### config.mk
export PLATFORM = sky130hd
export DESIGN_NAME = imem_uart_loader
export DESIGN_NICKNAME = d
export VERILOG_FILES = /design/src/rtl/cpu_defs.sv /design/src/rtl/loader_timeout.sv /design/src/rtl/imem_uart_loader.sv
export SDC_FILE = /design/constraint.sdc
export NUM_CORES = 1
export LEC_CHECK = 0
export CORE_UTILIZATION = 34
export DETAILED_ROUTE_END_ITERATION = 8
export GPL_ROUTABILITY_DRIVEN = 0
export SLEW_MARGIN = 15
export SYNTH_ARGS = -nofsm -noshare
export SYNTH_HDL_FRONTEND = slang
export SYNTH_HIERARCHICAL = 1
export SYNTH_SLANG_ARGS = --single-unit
### constraint.sdc
create_clock -name clk -period 6.2 [get_ports clk]
set_input_delay 1.24 -clock clk [delete_from_list [all_inputs] [get_ports clk]]
set_output_delay 1.24 -clock clk [all_outputs]
set_load 0.03 [all_outputs]
### src/rtl/cpu_defs.sv
// Shared definitions for the instruction-memory loader and its users.
package cpu_defs;

  localparam int unsigned IMEM_ADDR_W  = 8;
  localparam logic [7:0]  LOADER_MAGIC = 8'hA5;

  typedef enum logic [1:0] {
    IDLE  = 2'd0,
    COUNT = 2'd1,
    DATA  = 2'd2,
    CSUM  = 2'd3
  } loader_state_e;

endpackage

### src/rtl/loader_timeout.sv
// Inter-byte idle counter: clears on demand, counts while enabled and
// flags expiry once TIMEOUT idle cycles have elapsed.
module loader_timeout #(
  parameter int unsigned TIMEOUT = 1000000
) (
  input  logic clk,
  input  logic reset,
  input  logic clr,
  input  logic en,
  output logic expired
);

  localparam int unsigned CW = $clog2(TIMEOUT + 1);

  logic [CW-1:0] cnt_q, cnt_d;

  assign expired = (cnt_q == CW'(TIMEOUT));

  // Next count: clear wins, otherwise count up and hold at the limit.
  always_comb begin
    cnt_d = cnt_q;
    if (clr) begin
      cnt_d = '0;
    end else if (en && !expired) begin
      cnt_d = cnt_q + CW'(1);
    end
  end

  // Counter register.
  always_ff @(posedge clk) begin
    if (reset) begin
      cnt_q <= '0;
    end else begin
      cnt_q <= cnt_d;
    end
  end

endmodule

### src/rtl/imem_uart_loader.sv
// Framed UART byte stream to instruction-RAM writer. Assembles big-endian
// words, writes them from address 0 upward and holds the CPU in reset
// until a frame's checksum verifies.
module imem_uart_loader
  import cpu_defs::*;
#(
  parameter int unsigned ADDR_W  = IMEM_ADDR_W,
  parameter int unsigned TIMEOUT = 1000000,
  parameter logic [7:0]  MAGIC   = LOADER_MAGIC
) (
  input  logic              clk,
  input  logic              reset,
  input  logic [7:0]        rx_data,
  input  logic              rx_valid,
  output logic              mem_we,
  output logic [ADDR_W-1:0] mem_addr,
  output logic [31:0]       mem_wdata,
  output logic              cpu_hold,
  output logic              load_busy,
  output logic              load_done,
  output logic              load_err
);

  localparam int unsigned     WCW      = ADDR_W + 1;
  localparam logic [WCW-1:0]  WCNT_ONE = WCW'(1);
  localparam logic [WCW-1:0]  WCNT_MAX = WCW'(1) << ADDR_W;

  loader_state_e     state_q, state_d;
  logic              mem_we_q, mem_we_d;
  logic [ADDR_W-1:0] mem_addr_q, mem_addr_d;
  logic [31:0]       mem_wdata_q, mem_wdata_d;
  logic              cpu_hold_q, cpu_hold_d;
  logic              load_done_q, load_done_d;
  logic              load_err_q, load_err_d;
  logic [1:0]        byte_idx_q, byte_idx_d;
  logic [WCW-1:0]    word_cnt_q, word_cnt_d;
  logic [7:0]        sum_q, sum_d;
  logic [23:0]       shift_q, shift_d;

  logic [WCW-1:0]    n_words;
  logic [7:0]        sum_final;
  logic              expired;

  assign n_words   = (rx_data == 8'd0) ? WCNT_MAX : WCW'(rx_data);
  assign sum_final = sum_q + rx_data;

  loader_timeout #(
    .TIMEOUT (TIMEOUT)
  ) u_timeout (
    .clk     (clk),
    .reset   (reset),
    .clr     (rx_valid || (state_q == IDLE)),
    .en      (state_q != IDLE),
    .expired (expired)
  );

  // Frame parser: next state, word assembly, write strobe and status flags.
  always_comb begin
    state_d     = state_q;
    mem_we_d    = 1'b0;
    mem_addr_d  = mem_addr_q;
    mem_wdata_d = mem_wdata_q;
    cpu_hold_d  = cpu_hold_q;
    load_done_d = load_done_q;
    load_err_d  = load_err_q;
    byte_idx_d  = byte_idx_q;
    word_cnt_d  = word_cnt_q;
    sum_d       = sum_q;
    shift_d     = shift_q;

    // Address advances on the edge that ends each write pulse.
    if (mem_we_q) begin
      mem_addr_d = mem_addr_q + ADDR_W'(1);
    end

    unique case (state_q)
      IDLE: begin
        if (rx_valid && (rx_data == MAGIC)) begin
          state_d     = COUNT;
          cpu_hold_d  = 1'b1;
          load_done_d = 1'b0;
          load_err_d  = 1'b0;
          sum_d       = '0;
          mem_addr_d  = '0;
        end
      end
      COUNT: begin
        if (rx_valid) begin
          word_cnt_d = n_words;
          sum_d      = rx_data;
          byte_idx_d = '0;
          state_d    = DATA;
        end else if (expired) begin
          load_err_d = 1'b1;
          state_d    = IDLE;
        end
      end
      DATA: begin
        if (rx_valid) begin
          sum_d      = sum_q + rx_data;
          shift_d    = {shift_q[15:0], rx_data};
          byte_idx_d = byte_idx_q + 2'd1;
          if (byte_idx_q == 2'd3) begin
            mem_wdata_d = {shift_q, rx_data};
            mem_we_d    = 1'b1;
            word_cnt_d  = word_cnt_q - WCNT_ONE;
            if (word_cnt_q == WCNT_ONE) begin
              state_d = CSUM;
            end
          end
        end else if (expired) begin
          load_err_d = 1'b1;
          state_d    = IDLE;
        end
      end
      CSUM: begin
        if (rx_valid) begin
          if (sum_final == 8'd0) begin
            load_done_d = 1'b1;
            cpu_hold_d  = 1'b0;
          end else begin
            load_err_d = 1'b1;
          end
          state_d = IDLE;
        end else if (expired) begin
          load_err_d = 1'b1;
          state_d    = IDLE;
        end
      end
      default: state_d = IDLE;
    endcase
  end

  // State and datapath registers; reset also cancels an in-flight write.
  always_ff @(posedge clk) begin
    if (reset) begin
      state_q     <= IDLE;
      mem_we_q    <= 1'b0;
      mem_addr_q  <= '0;
      mem_wdata_q <= '0;
      cpu_hold_q  <= 1'b0;
      load_done_q <= 1'b0;
      load_err_q  <= 1'b0;
      byte_idx_q  <= '0;
      word_cnt_q  <= '0;
      sum_q       <= '0;
      shift_q     <= '0;
    end else begin
      state_q     <= state_d;
      mem_we_q    <= mem_we_d;
      mem_addr_q  <= mem_addr_d;
      mem_wdata_q <= mem_wdata_d;
      cpu_hold_q  <= cpu_hold_d;
      load_done_q <= load_done_d;
      load_err_q  <= load_err_d;
      byte_idx_q  <= byte_idx_d;
      word_cnt_q  <= word_cnt_d;
      sum_q       <= sum_d;
      shift_q     <= shift_d;
    end
  end

  assign mem_we    = mem_we_q;
  assign mem_addr  = mem_addr_q;
  assign mem_wdata = mem_wdata_q;
  assign cpu_hold  = cpu_hold_q;
  assign load_busy = (state_q != IDLE);
  assign load_done = load_done_q;
  assign load_err  = load_err_q;

endmodule

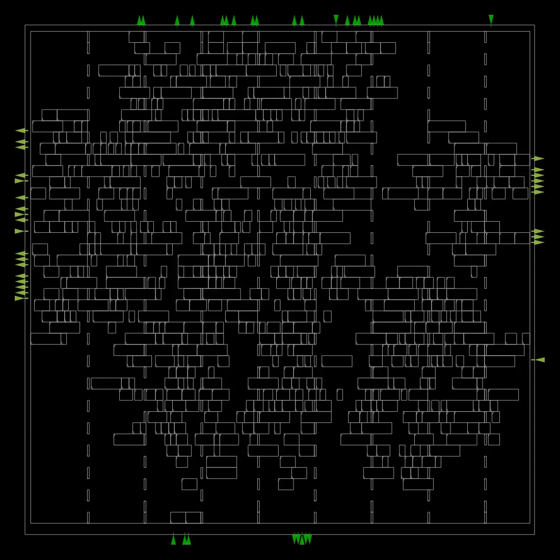
Figure 1: run 1, placed standard cells.
Cell Rows: 44
core box area: 14530 µm²

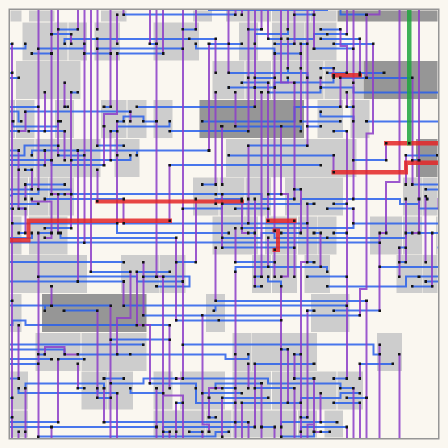
Figure 2: run 1, zoomed window.
Region (47, 47) to (77, 77) µm. Cells in gray, sequential cells in the stronger gray; small squares are vias.
metal 4: drawn in green. metal 3: drawn in red. metal 2: drawn in purple. metal 1: drawn in blue.
72 logic cells have their middle in the window. Most frequent: nand2_1 (9), nor2_1 (8), a21oi_1 (8). Sequential cells in the window: 3. Netlist names of flops here include word_cnt_q (2), sum_q (1).

==> results.ini, run 1 <==
[job]
max-cap-violations=0
warnings=32

[min_path]
worstHoldStart=shift_q[20]
hold_class=reg -> reg

[clocking]
cts-root-buf=clkbuf_16
cts_tree=done
hold_buffers=0
cts.sinks=109
max-clock-path-buffers=2
htree_levels=3
clkLatencyLatePin_ps=360
path_clk_slew_ps=80
cts_resized=0
post_cts_buffers=0
cts_buffers=9

[global_routing]
grt_usage_pct=17.40
antenna_found_initial=0
grt_pass1_wl_um=20750
grt_max_degree=85
grt_pass1_vias=4277
grt-ovfl-total=0

[sta]
setup_viol=0
fin_crit_ps=4037
worstMarginPinSlew_ps=908.4
finalClockSkew_ps=10.63
setup_tns_ps=0
rsz0062_at_grt=no
timing.final.crit_share_pct=65.12
fin_ws_ps=2163
relSlewSlack_pct=39.44
slew_viol_final=0

[floorplan]
dieWidth_um=123.9
die_area_um2=15360
initCoreUtil_pct=34.79
die_h_um=123.9
io_pins=56

[final_layout]
area_growth_pct=19.25
nNetsFinal=701
post-route-util_pct=41.49
regArea_um2=2182
logic_area_um2=2695
antenna_cells=0

[pwr]
p_leak_uw=0.001944
total_power_uw=1395
ir_drop_uv=151.0
powerDensity_nw_per_um2=231.3

[critical_path]
cp_cell_sequence=clkdlybuf4s50_1 > ha_1 > fa_1 > a211oi_2 > nor4b_1 > a2111oi_0 > nand3_1 > or3_1 > a31oi_1
cpMaxStageDelayCell=clkdlybuf4s50_1
startpoint=rx_data[0]
r2r_start=state_q[0]
start_kind=input port
end_kind=register
critPathMaxFanout=7
slowest_delay_ps=580
path_class=in -> reg
crit_required_ps=6480
cp.arrival_ps=4310

[synthesis]
numSynthFlops=109
syn_avg_cell_area_um2=8.000
edf_count=0
top_area_cell=dfxtp_1
synth_seq_share_pct=43.16
synth.distinct_cells=64
synthArstFlopShare_pct=0
mappedNetlistArea_um2=5056
synthTopCellsByCount=152 x nand2_1, 109 x dfxtp_1, 88 x a21oi_1
ys_cells=632
yosysWarnings=6
yosysChipArea_um2=5056
synth_cells=632
yosysTopAreaCellShare_pct=43.16
synth.most_common_cell=nand2_1

[route]
via_per_inst=5.245
drt-initial-drc-count=329
first_pass_iters=5
ant_nets=0
route.detailed.drc=0

[placement]
pre_cts_slack_ps=1828
place_hpwl_um=8406

[run_status]
status=finished clean

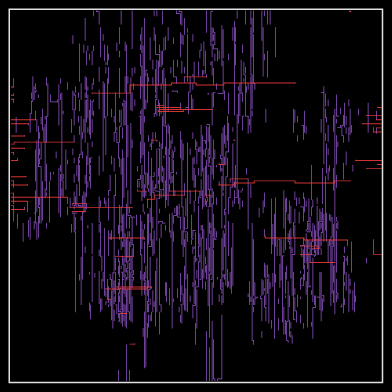
Figure 3: run 1, wiring by layer.
(3 px per µm) Two of the layers only.
metal 3: drawn in red, wire length 454 µm. metal 2: drawn in purple, wire length 6000 µm.
drt wl/cell: 14.48 µm
final wirelength: 12450 µm
Via Count: 4511

-- run 1: layout by cell type, fill, tap and decap left out, types with 9 or more instances in the layout --
| cell type | instances |
|---|---|
| nand2_1 | 151 |
| dfxtp_1 | 109 |
| a21oi_1 | 88 |
| clkdlybuf4s50_1 | 54 |
| nor2_1 | 46 |
| nand3_1 | 19 |
| ha_1 | 18 |
| o21ai_0 | 15 |
| inv_1 | 14 |
| xor2_1 | 11 |
| nor3_1 | 10 |
| nand4_1 | 10 |
| o31ai_1 | 9 |
| clkbuf_16 | 9 |
-- run 1: area by class of cell --
| class | count | share of cell area, % |
|---|---|---|
| Multi-Input combinational cell | 479 | 44.70 |
| Timing Repair Buffer | 58 | 9.421 |
| Clock inverter | 7 | 1.266 |
| Inverter | 14 | 0.8716 |
| Sequential cell | 109 | 36.19 |
| Tap cell | 184 | 3.818 |
| Clock buffer | 9 | 3.735 |
-- run 1: logic make-up after synthesis --
family | count (synthesis) | share of synthesized area (%)
and+or+nand+nor | 285 | 26.13
AOI/OAI and AO/OA | 152 | 18.11
DFF | 109 | 43.16
buffers and inverters | 44 | 3.638
xor gates and xnor gates | 19 | 3.291
muxes | 4 | 0.8166
adders and majority gates | 19 | 4.850
-- run 1: worst paths after layout --
check | endpoint | slack (ps) | depth (start not counted)
setup / recovery | load_err | 2160 | 9
hold / removal | mem_wdata[28] | 460 | 2
setup reg to reg | word_cnt_q[0] | 3010 | 9
hold reg to reg | mem_wdata[28] | 460 | 2
-- run 1: through the flow --
stage | cells | instance area [µm²]
after floorplan | 632 | 5056
after global placement | 844 | 5725
after detailed placement | 844 | 5725
after CTS | 860 | 6027
after global routing | 860 | 6030
final | 860 | 6030
-- run 1: worst max-delay path, delay by kind of cell --
kind | cells | cell delay (ps)
AOI/OAI and AO/OA | 3 | 960
adders and majority gates | 2 | 770
and+or+nand+nor | 3 | 760
buffers and inverters | 1 | 580
-- run 1: report_power, final --
group	total [µW]	switching (µW)	internal, µW
clock network	577	290	286
registers	709	5.25	704
logic	109	72.9	36.4
-- run 1: registers in the layout, summed over array words and instances (netlist names) --
signal / cells
state_q: 2
u_timeout/cnt_q: 20
shift_q: 24
load_done: 1
sum_q: 8
word_cnt_q: 9
mem_addr: 8
byte_idx_q: 2
mem_we: 1
cpu_hold: 1
mem_wdata: 32
load_err: 1
-- run 1: per-layer routing --
metal / wire (µm) / up-vias / GRT usage, %
met1: 5879 / 2128 / 22.01
met2: 5998 / 91 / 29.17
li1: - / 2285 / -
met4: 117 / 0 / 4.167
met3: 453 / 7 / 4.853
met5: 0 / - / 0
Figure 4. Routed metal per tile (run 1).
(2 px per µm) The die is cut into 25 by 25 equal tiles; dark purple is low, yellow is high, scaled to the fullest tile. Values are wire area over tile area, all layers added.
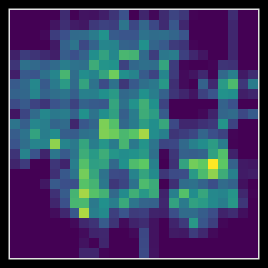

==> run 1 -> run 2 <==
Clock period 6.2 ns to 3.4 ns, I/O delays scaled along.
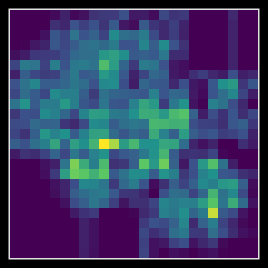
Figure 5: run 2, routed metal per tile.
(2 px per µm) The die is cut into 25 by 25 equal tiles; dark purple is low, yellow is high, scaled to the fullest tile. Values are wire area over tile area, all layers added.
The mean over all tiles is 0.13. The emptiest ninth of the die: lower left. 9.8% of the tiles are over half the peak. The densest ninth of the die: center. 23% of the tiles are nearly empty.
drt wl/cell: 14.37 µm
Via Count: 4601

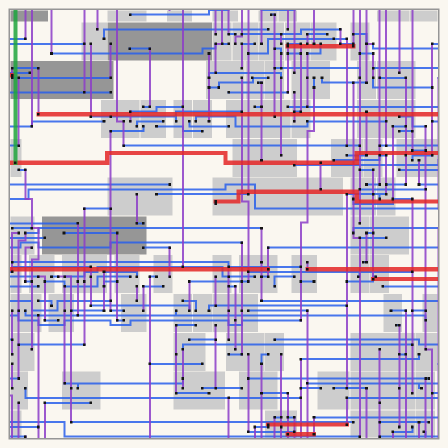
Figure 6: run 2, zoomed window.
Region (47, 47) to (77, 77) µm. Cells in gray, sequential cells in the stronger gray; small squares are vias.
metal 4: drawn in green. metal 2: drawn in purple. metal 3: drawn in red. metal 1: drawn in blue.
66 logic cells have their middle in the window. Sequential cells in the window: 3. Most frequent: nand2_1 (9), nor2_1 (7).

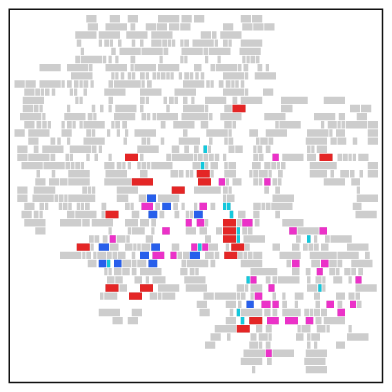
Figure 7: run 2, gate-type map.
(3 px per µm)
inv cells: drawn in cyan, cells 14, most used inv_1. non-inverting ao/oa cells: drawn in blue, cells 12, most used a22o_1. fa/ha/maj cells: drawn in red, cells 19, most used ha_1. and/or cells: drawn in magenta, cells 32.
logic share of the area: 43.70%
Finished Layout Cells: 879

==> results.ini, run 2 <==
[min_path]
worstHoldStart=shift_q[21]
hold_class=reg -> reg

[critical_path]
slowest_delay_ps=540
r2r_start=sum_q[0]
cp_cell_sequence=clkdlybuf4s50_1 > ha_1 > fa_1 > a211oi_2 > nor2_1 > xor2_1 > or4_4 > or3_1 > a31oi_1
critPathMaxFanout=4
cp.arrival_ps=3470
startpoint=rx_data[0]
crit_required_ps=3690
start_kind=input port
end_kind=register
cpMaxStageDelayCell=or4_4
path_class=in -> reg

[synthesis]
top_area_cell=dfxtp_1
synth.distinct_cells=64
area_leaders=dfxtp_1 43%, nand2_1 11%, a21oi_1 8.7%, ha_1 4.5%, nor2_1 3.5%
yosysWarnings=6
synth_seq_share_pct=43.16
fp_nets=662
syn_avg_cell_area_um2=8.000
yosys_most_used_dff=dfxtp_1
ys_cells=632
synth.most_common_cell=nand2_1
numSynthFlops=109
mappedNetlistArea_um2=5056
synthTopCellsByCount=152 x nand2_1, 109 x dfxtp_1, 88 x a21oi_1
synth_cells=632
synthArstFlopShare_pct=0
edf_count=0
yosysTopAreaCellShare_pct=43.16
yosysChipArea_um2=5056

[global_routing]
grt-ovfl-total=0
grt_max_degree=74
grt_pass1_vias=4296
grt_usage_pct=17.40
antenna_found_initial=0
grt_pass1_wl_um=20910

[pwr]
powerDensity_nw_per_um2=413.0
ir_drop_uv=251.7
p_leak_uw=0.002033

[final_layout]
largest_reg_flops=32
fillers=1466
regArea_um2=2182
nNetsFinal=720
antenna_cells=0
final_common_cell=nand2_1
mostFrequentLayoutCells=152 x nand2_1, 109 x dfxtp_1, 88 x a21oi_1
area_growth_pct=21.85
logic_area_um2=2693
drive_gt1_share_pct=8.201

[sta]
fmax_mhz=313.5
fin_crit_ps=3189
worstMarginPinSlew_ps=747.1
setup_viol=0
rsz0062_at_grt=no
relSlewSlack_pct=50.19
hold_viol=0
slew_viol_final=0
finalClockSkew_ps=11.99
setup_tns_ps=0
timing.final.crit_share_pct=93.81

[route]
postRouteWirelength_um=12630
first_pass_iters=5
route.detailed.drc=0
ant_nets=0
via_per_inst=5.234
drt-initial-drc-count=262

[clocking]
path_clk_slew_ps=80
htree_levels=3
cts_tree=done
post_cts_buffers=0
max-clock-path-buffers=2
cts.sinks=109
clkLatencyLatePin_ps=360
cts_resized=0
cts_buffers=9
cts-root-buf=clkbuf_16
hold_buffers=0

[floorplan]
dieWidth_um=123.9
die_area_um2=15360
die_h_um=123.9
fp.coreArea_um2=14530
io_pins=56
row_count=44
initCoreUtil_pct=34.79

[placement]
place_hpwl_um=8937
portBuffers=55
placedCellCount=863

[run_status]
status=finished clean

[job]
max-cap-violations=0
warnings=32

run 2: cell counts after synthesis:
Identical to the previous run, type by type.
run 2: cell families after synthesis:
family / after synthesis / share of synthesized area [%]
and+or+nand+nor: 285 / 26.13
buffers and inverters: 44 / 3.638
muxes: 4 / 0.8166
xor gates and xnor gates: 19 / 3.291
DFF: 109 / 43.16
AOI/OAI and AO/OA: 152 / 18.11
adders and majority gates: 19 / 4.850
run 2: final timing paths:
path | endpoint | slack [ps] | cells past startpoint
max | load_err | 210 | 9
min | shift_q[21] | 460 | 2
max reg2reg | load_err | 750 | 8
min reg2reg | shift_q[21] | 460 | 2
run 2: power by group:
group          switching, µW  internal [µW]
registers               9.03           1280
clock network            520            520
logic                    135           78.3
run 2: cell type report:
cell class / instances / share of cell area [%]
multi-input cells: 479 / 43.70
flip-flops and latches: 109 / 35.42
repair buffers: 77 / 11.54
well taps: 184 / 3.737
clock buffers: 10 / 3.716
clock inverters: 6 / 1.036
inverters: 14 / 0.8530
run 2: per-stage QoR:
stage / util [%] / power (µW) / hold slack [ps] / area (µm²) / worst slack, ps
floorplan: - / 1464 / 432.2 / 5056 / 540.1
CTS: 42.39 / 2576 / 459.7 / 6161 / 232.4
global placement: 40.38 / 1530 / 447.3 / 5868 / -108.8
finish: 42.39 / 2545 / 457.5 / 6161 / 210.6
detailed placement: 40.38 / 1534 / 448.1 / 5868 / -134.3
global route: 42.39 / 2652 / 473.1 / 6161 / 1.790
run 2: metal layers:
| metal | vias up | share of wire, % | GRT usage (%) |
|---|---|---|---|
| li1 | 2326 | - | - |
| met2 | 104 | 46 | 27.40 |
| met3 | 12 | 4.8 | 4.487 |
| met1 | 2159 | 47 | 23.14 |
| met4 | 0 | 1.3 | 5.580 |
| met5 | - | 0 | 0 |
run 2: critical path, delay by kind of cell:
kind / cells / cell delay [ps]
XOR/XNOR: 1 / 170
AND-OR/OR-AND: 2 / 440
buffers and inverters: 1 / 470
AND/OR/NAND/NOR: 3 / 1000
adder cells (fa/ha/maj): 2 / 700
Figure 8. Wiring by layer (run 2).
(3 px per µm) Two of the layers only.
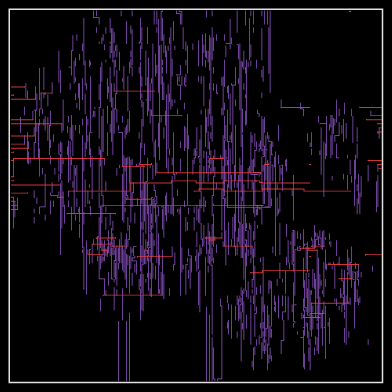

==> run 2 -> run 3 <==
Settings changed: MAX_ROUTING_LAYER set to met4.
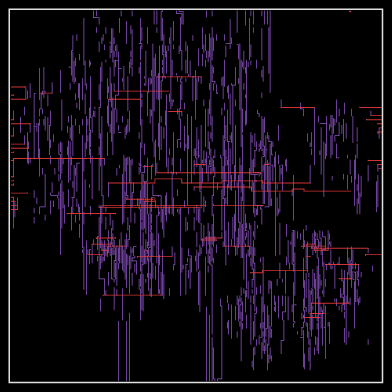
Figure 9: run 3, wiring by layer.
(3 px per µm) Two of the layers only.
metal 3: drawn in red, wire length 618 µm. metal 2: drawn in purple, wire length 5930 µm.
drt wl/cell: 14.39 µm
final wirelength: 12650 µm
Via Count: 4620

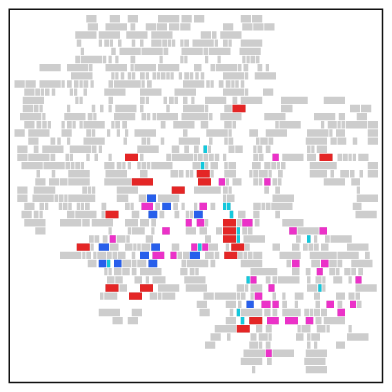
Figure 10: run 3, gate-type map.
(3 px per µm)
inv cells: drawn in cyan, cells 14, most used inv_1. non-inverting ao/oa cells: drawn in blue, cells 12, most used a22o_1. fa/ha/maj cells: drawn in red, cells 19, most used ha_1. and/or cells: drawn in magenta, cells 32.
Commonest Layout Cell: nand2_1

==> results.ini, run 3 <==
[run_status]
status=finished clean

[critical_path]
critPathMaxFanout=4
start_kind=input port
cp_cell_sequence=clkdlybuf4s50_1 > ha_1 > fa_1 > a211oi_2 > nor2_1 > xor2_1 > or4_4 > or3_1 > a31oi_1
cpMaxStageDelayCell=or4_4
cp.arrival_ps=3480
slowest_delay_ps=540
end_kind=register
path_buffers=1
crit_family=simple AND/OR/NAND/NOR gates
crit_required_ps=3680
path_class=in -> reg

[placement]
portBuffers=55
place_hpwl_um=8937
placedCellCount=863

[final_layout]
antenna_cells=0
nNetsFinal=720
mostFrequentLayoutCells=152 x nand2_1, 109 x dfxtp_1, 88 x a21oi_1
regArea_um2=2182
fillers=1466
area_growth_pct=21.85
drive_gt1_share_pct=8.201
post-route-util_pct=42.39
logic_area_um2=2693
largest_reg_flops=32
instances_no_fill=879

[route]
met2WireLength_um=5928
via_per_inst=5.256
top_layer=met4
met3_length_um=617
drt-initial-drc-count=240
route.detailed.drc=0
ant_nets=0
wl_met1_um=5996
first_pass_iters=5

[sta]
rsz0062_at_grt=no
slew_viol_final=0
relSlewSlack_pct=50.46
setup_tns_ps=0
hold_viol=0
timing.final.crit_share_pct=93.88
finalClockSkew_ps=14.19
setup_viol=0
fmax_mhz=313.3
worstMarginPinSlew_ps=743.0
fin_crit_ps=3192

[job]
max-cap-violations=0
warnings=32

[synthesis]
synth.distinct_cells=64
synth_seq_share_pct=43.16
syn_avg_cell_area_um2=8.000
fp_nets=662
yosysWarnings=6
synth.most_common_cell=nand2_1
mappedNetlistArea_um2=5056
ys_cells=632
yosysChipArea_um2=5056
top_area_cell=dfxtp_1
synthTopCellsByCount=152 x nand2_1, 109 x dfxtp_1, 88 x a21oi_1
numSynthFlops=109
synthArstFlopShare_pct=0
edf_count=0
synth_cells=632
yosysTopAreaCellShare_pct=43.16
yosys_most_used_dff=dfxtp_1
area_leaders=dfxtp_1 43%, nand2_1 11%, a21oi_1 8.7%, ha_1 4.5%, nor2_1 3.5%

[floorplan]
fp.coreArea_um2=14530
row_count=44
io_pins=56
initCoreUtil_pct=34.79
die_h_um=123.9
die_area_um2=15360
dieWidth_um=123.9

[clocking]
cts_buffers=9
path_clk_slew_ps=80
cts-root-buf=clkbuf_16
htree_levels=3
max-clock-path-buffers=2
post_cts_buffers=0
cts.sinks=109
hold_buffers=0
clkLatencyLatePin_ps=360
cts_tree=done
cts_resized=0

[global_routing]
grt_pass1_vias=4285
antenna_found_initial=0
grt_max_degree=74
grt-ovfl-total=0
grt_usage_pct=17.91
grt_pass1_wl_um=20930

[pwr]
clock_power_share_pct=40.9
power.switching_uw=665.0
powerDensity_nw_per_um2=413.4
ir_drop_uv=249.9
p_int_uw=1882
combPwrFrac_pct=8.4
pwr-share-seq_pct=50.7
p_sw_share_pct=26.11
p_leak_uw=0.002033

[min_path]
hold_class=reg -> reg

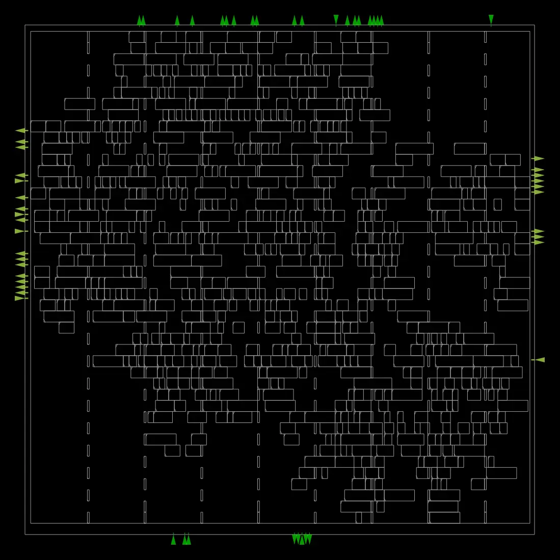
Figure 11: run 3, placed standard cells.
Seq/total area: 35.42%
flip-flops: 109

## run 3: cell counts after synthesis
Identical to the previous run, type by type.
## run 3: worst paths after layout
kind / start / end / slack [ps] / cells past startpoint
max: rx_data[0] / load_err / 210 / 9
min: shift_q[21] / shift_q[21] / 460 / 2
max reg2reg: sum_q[0] / load_err / 750 / 8
min reg2reg: shift_q[21] / shift_q[21] / 460 / 2
## run 3: worst min-delay path, delay by kind of cell (launching register included)
family           cells  cell delay [ps]
AND-OR/OR-AND        1               50
AND/OR/NAND/NOR      1               50
flip-flops           1              320
## run 3: through the flow
step	setup WS, ps	hold WS, ps	power [µW]	area (µm²)
floorplan	540.1	432.2	1464	5056
global placement	-108.8	447.3	1530	5868
detailed placement	-134.3	448.1	1534	5868
CTS	232.4	459.7	2576	6161
global route	1.802	473.0	2652	6161
finish	208.2	457.9	2547	6161
## run 3: power groups by stage
stage | Sequential, µW | Clock, µW | Combinational [µW]
final | 1290 | 1040 | 213
after global routing | 1290 | 1120 | 235
after CTS | 1290 | 1070 | 213
after detailed placement | 1320 | 0 | 212
after global placement | 1320 | 0 | 208
after floorplan | 1320 | 0 | 144
## run 3: kinds of logic after synthesis
kind of cell	count (synthesis)	share of synthesized area, %
xor+xnor	19	3.291
simple gates	285	26.13
buf+inv	44	3.638
fa+ha+maj	19	4.850
mux	4	0.8166
flops	109	43.16
compound gates	152	18.11
## run 3: final cells by class
class | count | share of cell area, %
tap | 184 | 3.737
clock buffer | 10 | 3.716
multi-input combinational | 479 | 43.70
timing repair buffer | 77 | 11.54
inverter | 14 | 0.8530
sequential | 109 | 35.42
clock inverter | 6 | 1.036
## run 3: per-layer routing
metal | up-vias | global-route usage [%]
li1 | 2329 | -
met1 | 2174 | 23.39
met2 | 108 | 27.36
met3 | 9 | 4.167
met4 | 0 | 5.580
met5 | - | -
Power and IR drop assume default switching activity.
